$ cat config.mk
export PLATFORM = sky130hd
export DESIGN_NAME = msg_fetch_master_flat
export DESIGN_NICKNAME = d
export VERILOG_FILES = /design/src/rtl/Bus.sv /design/src/rtl/Bus_if.sv /design/src/rtl/skid_fifo2.sv /design/src/rtl/msg_fetch_master.sv /design/src/flat_wrapper.sv
export SDC_FILE = /design/constraint.sdc
export NUM_CORES = 1
export LEC_CHECK = 0
export ABC_AREA = 1
export CAP_MARGIN = 10
export CORE_UTILIZATION = 45
export CTS_BUF_LIST = sky130_fd_sc_hd__clkbuf_8 sky130_fd_sc_hd__clkbuf_16
export DETAILED_ROUTE_END_ITERATION = 8
export PLACE_DENSITY_LB_ADDON = 0.3
export SLEW_MARGIN = 20
export SYNTH_ARGS = -nofsm -noshare
export SYNTH_HDL_FRONTEND = slang
export SYNTH_HIERARCHICAL = 1
export SYNTH_SLANG_ARGS = --single-unit
$ cat constraint.sdc
create_clock -name clk -period 2.2 [get_ports clk]
set_input_delay 0.44 -clock clk [delete_from_list [all_inputs] [get_ports clk]]
set_output_delay 0.44 -clock clk [all_outputs]
set_load 0.02 [all_outputs]
$ cat src/rtl/Bus.sv
// Command and response encodings shared by initiators and targets on the queue bus.
package Bus;

  typedef enum logic [2:0] {
    IDLE = 3'b000,
    WR   = 3'b001,
    RD   = 3'b010
  } mcmd_e;

  typedef enum logic [1:0] {
    NULL = 2'b00,
    DVA  = 2'b01,
    FAIL = 2'b10,
    ERR  = 2'b11
  } sresp_e;

endpackage

$ cat src/rtl/Bus_if.sv
// Point-to-point bus between a fetch master and the queue reader port.
interface Bus_if #(
  parameter int unsigned DataWidth = 32
) ();

  Bus::mcmd_e           MCmd;
  logic [31:0]          MAddr;
  logic [DataWidth-1:0] MData;
  logic                 MDataValid;
  logic                 MRespAccept;
  logic                 MReset_n;
  logic                 SCmdAccept;
  Bus::sresp_e          SResp;
  logic [DataWidth-1:0] SData;

  modport master (
    output MCmd, MAddr, MData, MDataValid, MRespAccept, MReset_n,
    input  SCmdAccept, SResp, SData
  );

  modport slave (
    input  MCmd, MAddr, MData, MDataValid, MRespAccept, MReset_n,
    output SCmdAccept, SResp, SData
  );

endinterface

$ cat src/rtl/skid_fifo2.sv
// Two-entry FIFO whose head entry is presented directly from registers.
module skid_fifo2 #(
  parameter int unsigned DATA_WIDTH = 32
) (
  input  logic                  clk_i,
  input  logic                  rst_ni,
  input  logic                  wr_valid_i,
  input  logic [DATA_WIDTH-1:0] wr_data_i,
  output logic                  full_o,
  output logic                  rd_valid_o,
  output logic [DATA_WIDTH-1:0] rd_data_o,
  input  logic                  rd_ready_i
);

  logic [DATA_WIDTH-1:0] head_q, head_d, tail_q, tail_d;
  logic                  head_vld_q, head_vld_d, tail_vld_q, tail_vld_d;
  logic                  pop;

  assign pop        = head_vld_q & rd_ready_i;
  assign full_o     = tail_vld_q;
  assign rd_valid_o = head_vld_q;
  assign rd_data_o  = head_q;

  // Apply the pop first, then let the write land in the first free slot, so a
  // simultaneous read and write never loses or repeats an entry.
  always_comb begin
    head_d     = head_q;
    tail_d     = tail_q;
    head_vld_d = head_vld_q;
    tail_vld_d = tail_vld_q;
    if (pop) begin
      head_d     = tail_q;
      head_vld_d = tail_vld_q;
      tail_vld_d = 1'b0;
    end
    if (wr_valid_i) begin
      if (!head_vld_d) begin
        head_d     = wr_data_i;
        head_vld_d = 1'b1;
      end else if (!tail_vld_d) begin
        tail_d     = wr_data_i;
        tail_vld_d = 1'b1;
      end
    end
  end

  always_ff @(posedge clk_i or negedge rst_ni) begin
    if (!rst_ni) begin
      head_q     <= '0;
      tail_q     <= '0;
      head_vld_q <= 1'b0;
      tail_vld_q <= 1'b0;
    end else begin
      head_q     <= head_d;
      tail_q     <= tail_d;
      head_vld_q <= head_vld_d;
      tail_vld_q <= tail_vld_d;
    end
  end

endmodule

$ cat src/rtl/msg_fetch_master.sv
// Reads words one at a time from a queue channel and buffers them for a
// ready/valid consumer; a missing or bad response latches an error state.
module msg_fetch_master #(
  parameter int unsigned DATA_WIDTH   = 32,
  parameter int unsigned ADDR_CHANNEL = 0,
  parameter int unsigned RESP_TIMEOUT = 255
) (
  input  logic                  clk,
  input  logic                  rst_n,
  Bus_if.master                 bus,
  input  logic                  enable,
  output logic [DATA_WIDTH-1:0] out_data,
  output logic                  out_valid,
  input  logic                  out_ready,
  output logic [15:0]           count,
  output logic                  timeout_err
);

  localparam int unsigned WaitW = (RESP_TIMEOUT > 1) ? $clog2(RESP_TIMEOUT + 1) : 1;
  localparam logic [WaitW-1:0] WaitLast = WaitW'(RESP_TIMEOUT - 1);

  typedef enum logic [1:0] {StIdle, StCmd, StResp, StErr} state_e;

  state_e           state_q, state_d;
  logic [WaitW-1:0] wait_q, wait_d;
  logic [15:0]      count_q, count_d;
  logic             err_q, err_d;
  logic             fifo_wr;
  logic             fifo_full;

  assign bus.MReset_n   = rst_n;
  assign bus.MData      = '0;
  assign bus.MDataValid = 1'b0;
  assign count          = count_q;
  assign timeout_err    = err_q;

  always_comb begin
    state_d         = state_q;
    wait_d          = wait_q;
    count_d         = count_q;
    err_d           = err_q;
    fifo_wr         = 1'b0;
    bus.MCmd        = Bus::IDLE;
    bus.MAddr       = '0;
    bus.MRespAccept = 1'b0;
    case (state_q)
      StIdle: begin
        // Only reads while idle never fill the buffer, so a free slot now is
        // still free when the single outstanding response returns.
        if (enable && !err_q && !fifo_full) state_d = StCmd;
      end
      StCmd: begin
        bus.MCmd  = Bus::RD;
        bus.MAddr = ADDR_CHANNEL;
        if (bus.SCmdAccept) begin
          state_d = StResp;
          wait_d  = '0;
        end
      end
      StResp: begin
        bus.MRespAccept = 1'b1;
        if (bus.SResp == Bus::DVA) begin
          fifo_wr = 1'b1;
          count_d = count_q + 16'd1;
          state_d = StIdle;
        end else if (bus.SResp == Bus::NULL) begin
          if (wait_q == WaitLast) begin
            err_d   = 1'b1;
            state_d = StErr;
          end else begin
            wait_d = wait_q + WaitW'(1);
          end
        end else begin
          err_d   = 1'b1;
          state_d = StErr;
        end
      end
      StErr: ;
      default: state_d = StIdle;
    endcase
  end

  always_ff @(posedge clk or negedge rst_n) begin
    if (!rst_n) begin
      state_q <= StIdle;
      wait_q  <= '0;
      count_q <= '0;
      err_q   <= 1'b0;
    end else begin
      state_q <= state_d;
      wait_q  <= wait_d;
      count_q <= count_d;
      err_q   <= err_d;
    end
  end

  skid_fifo2 #(
    .DATA_WIDTH (DATA_WIDTH)
  ) u_fifo (
    .clk_i      (clk),
    .rst_ni     (rst_n),
    .wr_valid_i (fifo_wr),
    .wr_data_i  (bus.SData),
    .full_o     (fifo_full),
    .rd_valid_o (out_valid),
    .rd_data_o  (out_data),
    .rd_ready_i (out_ready)
  );

endmodule

$ cat src/flat_wrapper.sv
// flat-port wrapper written by rule: the top's interface ports become plain ports
module msg_fetch_master_flat 
#(
  parameter int unsigned DATA_WIDTH   = 32,
  parameter int unsigned ADDR_CHANNEL = 0,
  parameter int unsigned RESP_TIMEOUT = 255
)
  (clk, rst_n, enable, out_data, out_valid, out_ready, count, timeout_err, bus_MCmd, bus_MAddr, bus_MData, bus_MDataValid, bus_MRespAccept, bus_MReset_n, bus_SCmdAccept, bus_SResp, bus_SData);
  Bus_if #(.DataWidth((32))) bus_i ();
  input  logic clk;
  input  logic rst_n;
  input  logic enable;
  output logic [DATA_WIDTH-1:0] out_data;
  output logic out_valid;
  input  logic out_ready;
  output logic [15:0] count;
  output logic timeout_err;
  output wire logic [$bits(bus_i.MCmd)-1:0] bus_MCmd;
  output wire logic [$bits(bus_i.MAddr)-1:0] bus_MAddr;
  output wire logic [$bits(bus_i.MData)-1:0] bus_MData;
  output wire logic [$bits(bus_i.MDataValid)-1:0] bus_MDataValid;
  output wire logic [$bits(bus_i.MRespAccept)-1:0] bus_MRespAccept;
  output wire logic [$bits(bus_i.MReset_n)-1:0] bus_MReset_n;
  input wire logic [$bits(bus_i.SCmdAccept)-1:0] bus_SCmdAccept;
  input wire logic [$bits(bus_i.SResp)-1:0] bus_SResp;
  input wire logic [$bits(bus_i.SData)-1:0] bus_SData;
  assign bus_MCmd = bus_i.MCmd;
  assign bus_MAddr = bus_i.MAddr;
  assign bus_MData = bus_i.MData;
  assign bus_MDataValid = bus_i.MDataValid;
  assign bus_MRespAccept = bus_i.MRespAccept;
  assign bus_MReset_n = bus_i.MReset_n;
  assign bus_i.SCmdAccept = bus_SCmdAccept;
  assign bus_i.SResp = bus_SResp;
  assign bus_i.SData = bus_SData;
  msg_fetch_master #(.DATA_WIDTH(DATA_WIDTH), .ADDR_CHANNEL(ADDR_CHANNEL), .RESP_TIMEOUT(RESP_TIMEOUT)) u_core (.clk(clk), .rst_n(rst_n), .bus(bus_i), .enable(enable), .out_data(out_data), .out_valid(out_valid), .out_ready(out_ready), .count(count), .timeout_err(timeout_err));
endmodule
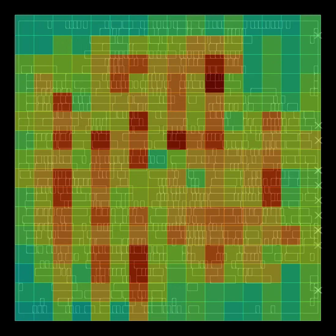
**Above:** run 1 (routing congestion).
post-DR wirelength/cell: 13.0 um
Core Util, Final: 56.0%
GRT busiest layer: met2
met3 usage: 3.83%
Global Route met2 Usage: 34.3%

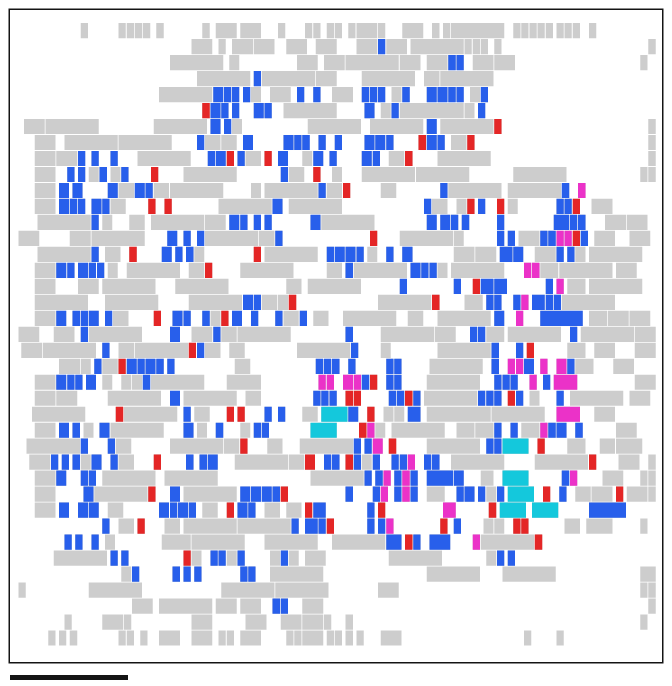
**Above:** run 1 (logic cells by family).
Scale bar: 20 um.
magenta -> NOR gates  # cells 31, most used nor2_1
cyan -> adder and majority cells  # cells 7, most used ha_1, where bottom right
red -> inverters  # cells 61, most used inv_1
blue -> NAND gates  # cells 305, most used nand2_1

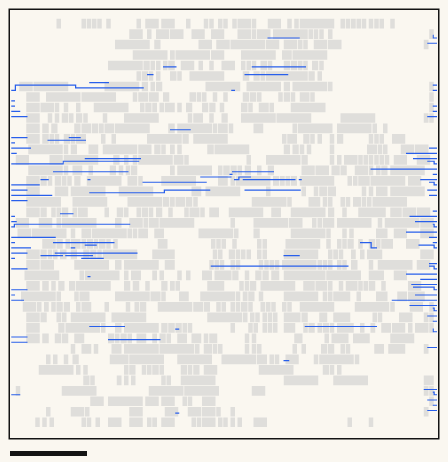
**Above:** run 1 (met3 routing).
Scale bar: 20 um. Cells faint in the background.
share of all routed wire = 5.8%
nets with wire on the layer = 96

run 1: state kept, by name, summed over array words and instances (netlist names):
name and count:
u_core/count 16, u_core/u_fifo/rd_valid_o 1, u_core/u_fifo/rd_data_o 32, u_core/state_q 2
u_core/u_fifo/tail_q 32, u_core/u_fifo/full_o 1, u_core/wait_q 8, u_core/timeout_err 1
run 1: area by class of cell:
type / count / area share (%)
clock inverter: 6 / 1.34
timing repair buffer: 105 / 15.8
tap: 143 / 2.78
sequential: 93 / 36.1
clock buffer: 10 / 3.71
inverter: 61 / 3.57
multi-input combinational: 500 / 36.7
run 1: power breakdown:
| part | total (uW) | switching [uW] | internal, uW | leakage [uW] |
|---|---|---|---|---|
| clock network | 1690 | 667 | 1020 | 0.000158 |
| logic | 227 | 162 | 64.7 | 0.00191 |
| registers | 1710 | 0 | 1710 | 0.00112 |
run 1: synth_stat cells, types with 2 or more instances:
cell,count,area share [%]
nor2_4,2,0.42
buf_2,19,1.8
nand3_1,71,6.7
dfrtp_1,93,44
o21ai_0,22,2.1
nand3b_1,2,0.28
clkbuf_1,3,0.21
nor3_1,3,0.28
a21oi_1,3,0.28
nand4_1,4,0.47
xnor2_1,7,1.1
o21ai_1,20,1.9
o21bai_1,32,4.5
buf_4,73,10
nand2_1,222,16
buf_1,3,0.21
nor2_1,25,1.8
ha_1,7,1.6
inv_1,57,4.0
inv_2,2,0.14
xor2_1,3,0.49
nand2_2,2,0.23
run 1: placed cells by master, fill, tap and decap left out, drive strengths merged, types with 3 or more instances in the layout:
cell and n:
nor3 3, clkinv 5, nor2 28, ha 7, clkbuf 10, xor2 3, conb 67, nand2 224
dfrtp 93, clkdlybuf4s50 88, o21bai 32, nand3b 3, a21oi 4, o21ai 43, nand3 73, nand4 5
inv 59, xnor2 7, buf 15
run 1: per-stage QoR:
step / cells / area [um^2]
4_1_cts: 918 / 6440
2_1_floorplan: 753 / 5590
3_3_place_gp: 902 / 6110
5_1_grt: 918 / 6440
6_report: 918 / 6440
3_5_place_dp: 902 / 6110
run 1: cells by family after synthesis:
logic type / count (synthesis) / synth area share (%)
compound gates: 79 / 9.04
xor+xnor: 10 / 1.64
flops: 93 / 43.6
buf+inv: 160 / 17.0
other cells: 1 / 0.0702
fa+ha+maj: 7 / 1.64
simple gates: 337 / 27.1
run 1: per-layer routing:
layer	share of wire (%)	global-route usage [%]
met2	49	34.3
met1	43	26.0
met4	1.8	8.58
met3	5.8	3.83
met5	0	0
run 1: what timing repair did:
action                                  in CTS  in global routing
gates resized                                0                  2
setup buffers                                0                  0
endpoints found under the setup margin       0                  2
run 1: worst paths after layout:
check | startpoint | slack (ns) | endpoint
worst max register to register | u_core/state_q[0] | 0.35 | u_core/u_fifo/tail_q[21]
worst min-delay path | rst_n | 0.16 | u_core/state_q[0]
min in group clk | u_core/wait_q[7] | 0.49 | u_core/wait_q[7]
max in group asynchronous | rst_n | 1.47 | u_core/u_fifo/tail_q[14]
worst min register to register | u_core/wait_q[7] | 0.49 | u_core/wait_q[7]
worst max-delay path | u_core/count[6] | 0.30 | count[6]
==> flow_summary.toml, run 1 <==
# flow metrics
[status]
run_status = "finished, violations left"
violations = "design-rule violations"

[clock_tree]
holdBufCountCts = 0
root_buffer = "clkbuf_16"
htree_levels = 3
cts_tree = "done"

[sta]
finalClockSkew_ns = 0.00559
tightest_slew_ns = 0.708
setup_ws_ns = 0.301
slew_headroom_pct = 52.8
fin_crit_sh_pct = 86.3
finalMaxSlewViolations = 0
setup_tns_ns = 0

[floorplan]
die_y_um = 111
rows = 39

[power]
ir_drop_v = 0.000366
power_uw = 3630
leakage_uw = 0.00319
power_density_nw_per_um2 = 563

[drt]
drcViolationCount = 23

[finish]
logic_area_um2 = 2360
register_area_um2 = 2330
drive_gt1_share_pct = 6.06

[global_route]
antenna_found_initial = 0
grt_usage_pct = 20.5
grt_max_degree = 58

[run]
warning_count = 30
maxCapViolCount = 0

[setup_path]
reg2regPathDepth = 9
cp_top_family = "buffers and inverters"
critPathKind = "reg2out"
crit_buf_inv = 1
endpoint_kind = "output pin"
cpPeakStageDelay_ns = 0.65
cp.required_ns = 1.76
cp_max_fo = 6

[synth]
synth_area_um2 = 5340
avgSynthCellArea_um2 = 7.77

[placed_design]
io_buffer_count = 91
detailed_place_hpwl_um = 8220
==> run 2, diff against run 1 <==
--- a/config.mk
+++ b/config.mk
@@ -14,5 +14,4 @@
 export SLEW_MARGIN = 20
 export SYNTH_ARGS = -nofsm -noshare
 export SYNTH_HDL_FRONTEND = slang
-export SYNTH_HIERARCHICAL = 1
 export SYNTH_SLANG_ARGS = --single-unit
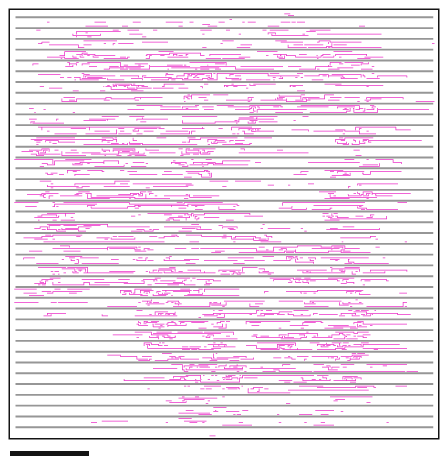
**Above:** run 2 (M1 wires).
Scale bar: 20 um. Supply wires on this layer in grey.
wire length on this layer = 4590 um
longest straight run = 30.8 um
nets with wire on the layer = 608
share of all routed wire = 44%
main direction = horizontal

==> run 2 against run 1 <==
Against the previous run: the flow now finishes without violations; sequential share of layout area rose by 2.4 points; final area fell by 6.1%; clock skew rose by 0.012 ns; count of clock-buffer cells in the layout fell by 1; worst hold slack got worse by 0.012 ns; synthesized cell count fell by 9.5%.
==> flow_summary.toml, run 2 <==
# flow metrics
[drt]
drcViolationCount = 0
detail_route.wl_per_cell_um = 12.3

[run]
warning_count = 30
maxCapViolCount = 0

[global_route]
antenna_found_initial = 0
grt_busiest_layer = "met2"
use_met1_pct = 23.9
grt_max_degree = 94
grt_use_met3_pct = 2.54

[clock_tree]
cts_setup_buffers = 0
cts_resized = 1
htree_levels = 3
holdBufCountCts = 0

[finish]
lay_top_cells = "157 x nand2_1, 93 x dfrtp_1, 88 x clkdlybuf4s50_1"
utilization_pct = 55.6
final_common_cell = "nand2_1"
drive_gt1_share_pct = 7.72

[power]
pwr-share-clk_pct = 35.7
intPower_uw = 2220
switching_share_pct = 27.4
leakage_uw = 0.00297
switchingPower_uw = 837
power_uw = 3050
ir_drop_v = 0.000278

[sta]
slew_headroom_pct = 65.7
setup_tns_ns = 0
finalClockSkew_ns = 0.0175
finalMaxSlewViolations = 0

[synth]
avgSynthCellArea_um2 = 8.12
yosysTopAreaCellShare_pct = 46.1
synthTopCellsByCount = "157 x nand2_1, 93 x dfrtp_1, 74 x buf_4"
most_common_cell = "nand2_1"
topCellsByArea = "dfrtp_1 46%, nand2_1 12%, buf_4 11%"

[status]
run_status = "finished, final reports clean"

[floorplan]
die_y_um = 108

[setup_path]
crit_start = "u_core.state_q[0]"
cp_max_fo = 4
critPathKind = "reg2out"

[placed_design]
io_buffer_count = 91
detailed_place_hpwl_um = 7380
-- run 2: netlist changes by cell type in the layout (fill, tap and decap cells not counted), moves of 19 or more --
cell,previous run,this run
o21ai_2,1,20
o21bai_1,32,1
a31oi_1,0,32
nand3_1,71,41
nand2_1,221,157
nor2_1,25,63
-- run 2: layout make-up --
type | instances | area (um^2)
fill | 1017 | 4840
sequential | 93 | 2330
multi-input combinational | 439 | 2090
timing repair buffer | 100 | 1030
inverter | 64 | 243
tap | 140 | 175
clock buffer | 9 | 124
clock inverter | 7 | 62.6
-- run 2: cell families (layout without fill, tap and decap cells) --
logic type	count (synthesis)	count (layout)	share of synthesized area, %
buf+inv	156	180	17.4
fa+ha+maj	7	7	1.73
flops	93	93	46.1
simple gates	275	275	22.7
xor+xnor	10	10	1.73
other cells	1	67	0.0743
compound gates	80	80	10.3
-- run 2: through the flow --
step                      cell area (um^2)  cells  setup WS [ns]
after detailed placement              5860    836          0.140
after global routing                  6050    852          0.173
final                                 6050    852          0.278
after CTS                             6050    852         0.0522
after global placement                5860    836          0.231
after floorplan                       5300    688          0.549
-- run 2: final timing paths --
path / endpoint / slack (ns) / cells after the start
min reg2reg: u_core.u_fifo.tail_q[16] / 0.49 / 2
min: u_core.state_q[1] / 0.15 / 2
max in group asynchronous: u_core.u_fifo.rd_data_o[26] / 1.63 / 2
min in group clk: u_core.u_fifo.tail_q[16] / 0.49 / 2
max: bus_MRespAccept / 0.28 / 3
max reg2reg: u_core.wait_q[4] / 0.47 / 7
-- run 2: critical path: stages (launching register included) --
cell           delay [ns]
dfrtp_1              0.43
inv_1                0.10
ha_1                 0.24
dlygate4sd2_1        0.37
-- run 2: power groups by stage --
stage	Combinational, uW	Sequential [uW]	Clock, uW
4_1_cts	256	1710	1130
2_1_floorplan	221	1740	0
5_1_grt	281	1710	1200
3_3_place_gp	254	1740	0
3_5_place_dp	255	1740	0
6_report	254	1710	1090
-- run 2: layer usage --
metal / up-vias / routed length, um
li1: 1994 / -
met1: 1911 / 4590
met2: 131 / 5240
met3: 10 / 473
met4: 0 / 173
met5: - / 0
==> run 3, diff against run 2 <==
--- a/config.mk
+++ b/config.mk
@@ -5,12 +5,12 @@
 export SDC_FILE = /design/constraint.sdc
 export NUM_CORES = 1
 export LEC_CHECK = 0
-export ABC_AREA = 1
 export CAP_MARGIN = 10
 export CORE_UTILIZATION = 45
 export CTS_BUF_LIST = sky130_fd_sc_hd__clkbuf_8 sky130_fd_sc_hd__clkbuf_16
 export DETAILED_ROUTE_END_ITERATION = 8
-export PLACE_DENSITY_LB_ADDON = 0.3
+export GPL_TIMING_DRIVEN = 0
+export PLACE_DENSITY = 0.87
 export SLEW_MARGIN = 20
 export SYNTH_ARGS = -nofsm -noshare
 export SYNTH_HDL_FRONTEND = slang
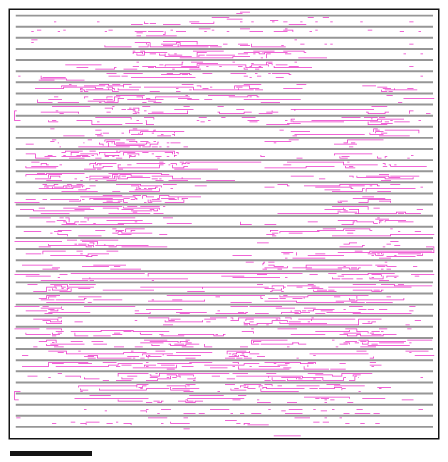
**Above:** run 3 (M1 wires).
Scale bar: 20 um. Supply wires on this layer in grey.
wire length on this layer = 4390 um
nets with wire on the layer = 547
main direction = horizontal

==> run 3 against run 2 <==
Against the previous run: area after synthesis decreased by 5.9%; flip-flop count unchanged; final area up 5.6%; worst hold slack got worse by 0.12 ns; clock skew shrank 0.0078 ns; via count shrank 10%; core utilization is 6.6 points higher; synthesized cell count down 29%; clock power is 4% higher; combinational power rose to 8.6 times the previous value; fmax is 8.3% lower; critical path type unchanged.
==> flow_summary.toml, run 3 <==
# flow metrics
[sta]
setup_tns_ns = 0
finalMaxSlewViolations = 0

[status]
run_status = "finished, final reports clean"

[finish]
lay_top_cells = "93 x dfrtp_1, 89 x clkdlybuf4s50_1, 73 x buf_4"
final_cell_area_um2 = 6390
drive_gt1_share_pct = 21.2
stdcell_count = 753

[placed_design]
post_dp_cell_area_um2 = 6110
pre_cts_ws_ns = -0.493
detailed_place_hpwl_um = 7310

[synth]
synthTopCellsByCount = "93 x dfrtp_1, 68 x buf_4, 54 x nand2_1"
yosysTopAreaCellShare_pct = 49.0
topCellsByArea = "dfrtp_1 49%, buf_4 11%, mux2i_1 7.2%"

[setup_path]
cp_max_fo = 3

[power]
leakage_uw = 0.00328
ir_drop_v = 0.000516

[drt]
wl_met2_um = 4990
dr.max_layer_used = "met4"

[run]
warning_count = 30
maxCapViolCount = 0

[clock_tree]
htree_levels = 3
-- run 3: logic make-up after synthesis --
family	Yosys count	synth area share [%]
buf+inv	91	12.8
simple gates	108	10.9
flops	93	49.0
compound gates	57	7.40
fa+ha+maj	7	1.84
mux	67	15.1
xor+xnor	16	2.95
other cells	1	0.0790
-- run 3: path summary, 6_finish.rpt --
check                      depth (start not counted)               from                 to  slack, ns
max                                                3  u_core.state_q[1]        bus_MCmd[1]       0.10
min                                                2              rst_n    u_core.count[6]       0.03
max reg2reg                                        6   u_core.wait_q[0]  u_core.state_q[0]       0.14
min reg2reg                                        1   u_core.count[15]   u_core.count[15]       0.48
max in group asynchronous                          2              rst_n   u_core.count[10]       1.87
min in group clk                                   1   u_core.count[15]   u_core.count[15]       0.48
-- run 3: worst max-delay path, stage by stage, from the launching register on --
cell             delay, ns
dfrtp_1               0.41
inv_1                 0.11
ha_1                  0.18
clkdlybuf4s50_1       0.61
-- run 3: report_power, final --
part | internal, uW | switching, uW
clock | 522 | 608
sequential | 2130 | 276
combinational | 1080 | 1110
total | 3730 | 2000
-- run 3: timing repair --
item	CTS	global route
gates resized	9	2
hold buffers	1	0
pin swaps	0	1
setup endpoints to repair	64	50
setup buffers	0	2
cloned	1	0
hold endpoints to repair	35	0
-- run 3: area by class of cell --
type	count	area (um^2)
repair buffers	96	1010
well taps	136	170
clock inverters	7	67.6
clock buffers	9	124
inverters	6	22.5
multi-input cells	322	2080
plain buffers	84	589
fillers	840	3890
flip-flops and latches	93	2330
-- run 3: per-layer routing --
layer  up-vias  track usage, %
li1       1717               -
met1      1765            24.8
met2       135            30.7
met3        15            3.18
met4         0            7.55
met5         -               0
-- run 3: through the flow --
| step | power (uW) | hold slack, ns | util, % |
|---|---|---|---|
| 2_1_floorplan | 3720 | 0.144 | - |
| 3_3_place_gp | 4530 | 0.465 | 59.1 |
| 3_5_place_dp | 4620 | 0.359 | 59.4 |
| 4_1_cts | 5780 | 0.0222 | 62.0 |
| 5_1_grt | 6050 | 0.0260 | 62.2 |
| 6_report | 5730 | 0.0270 | 62.2 |
Power is estimated from default activity; no workload was simulated.
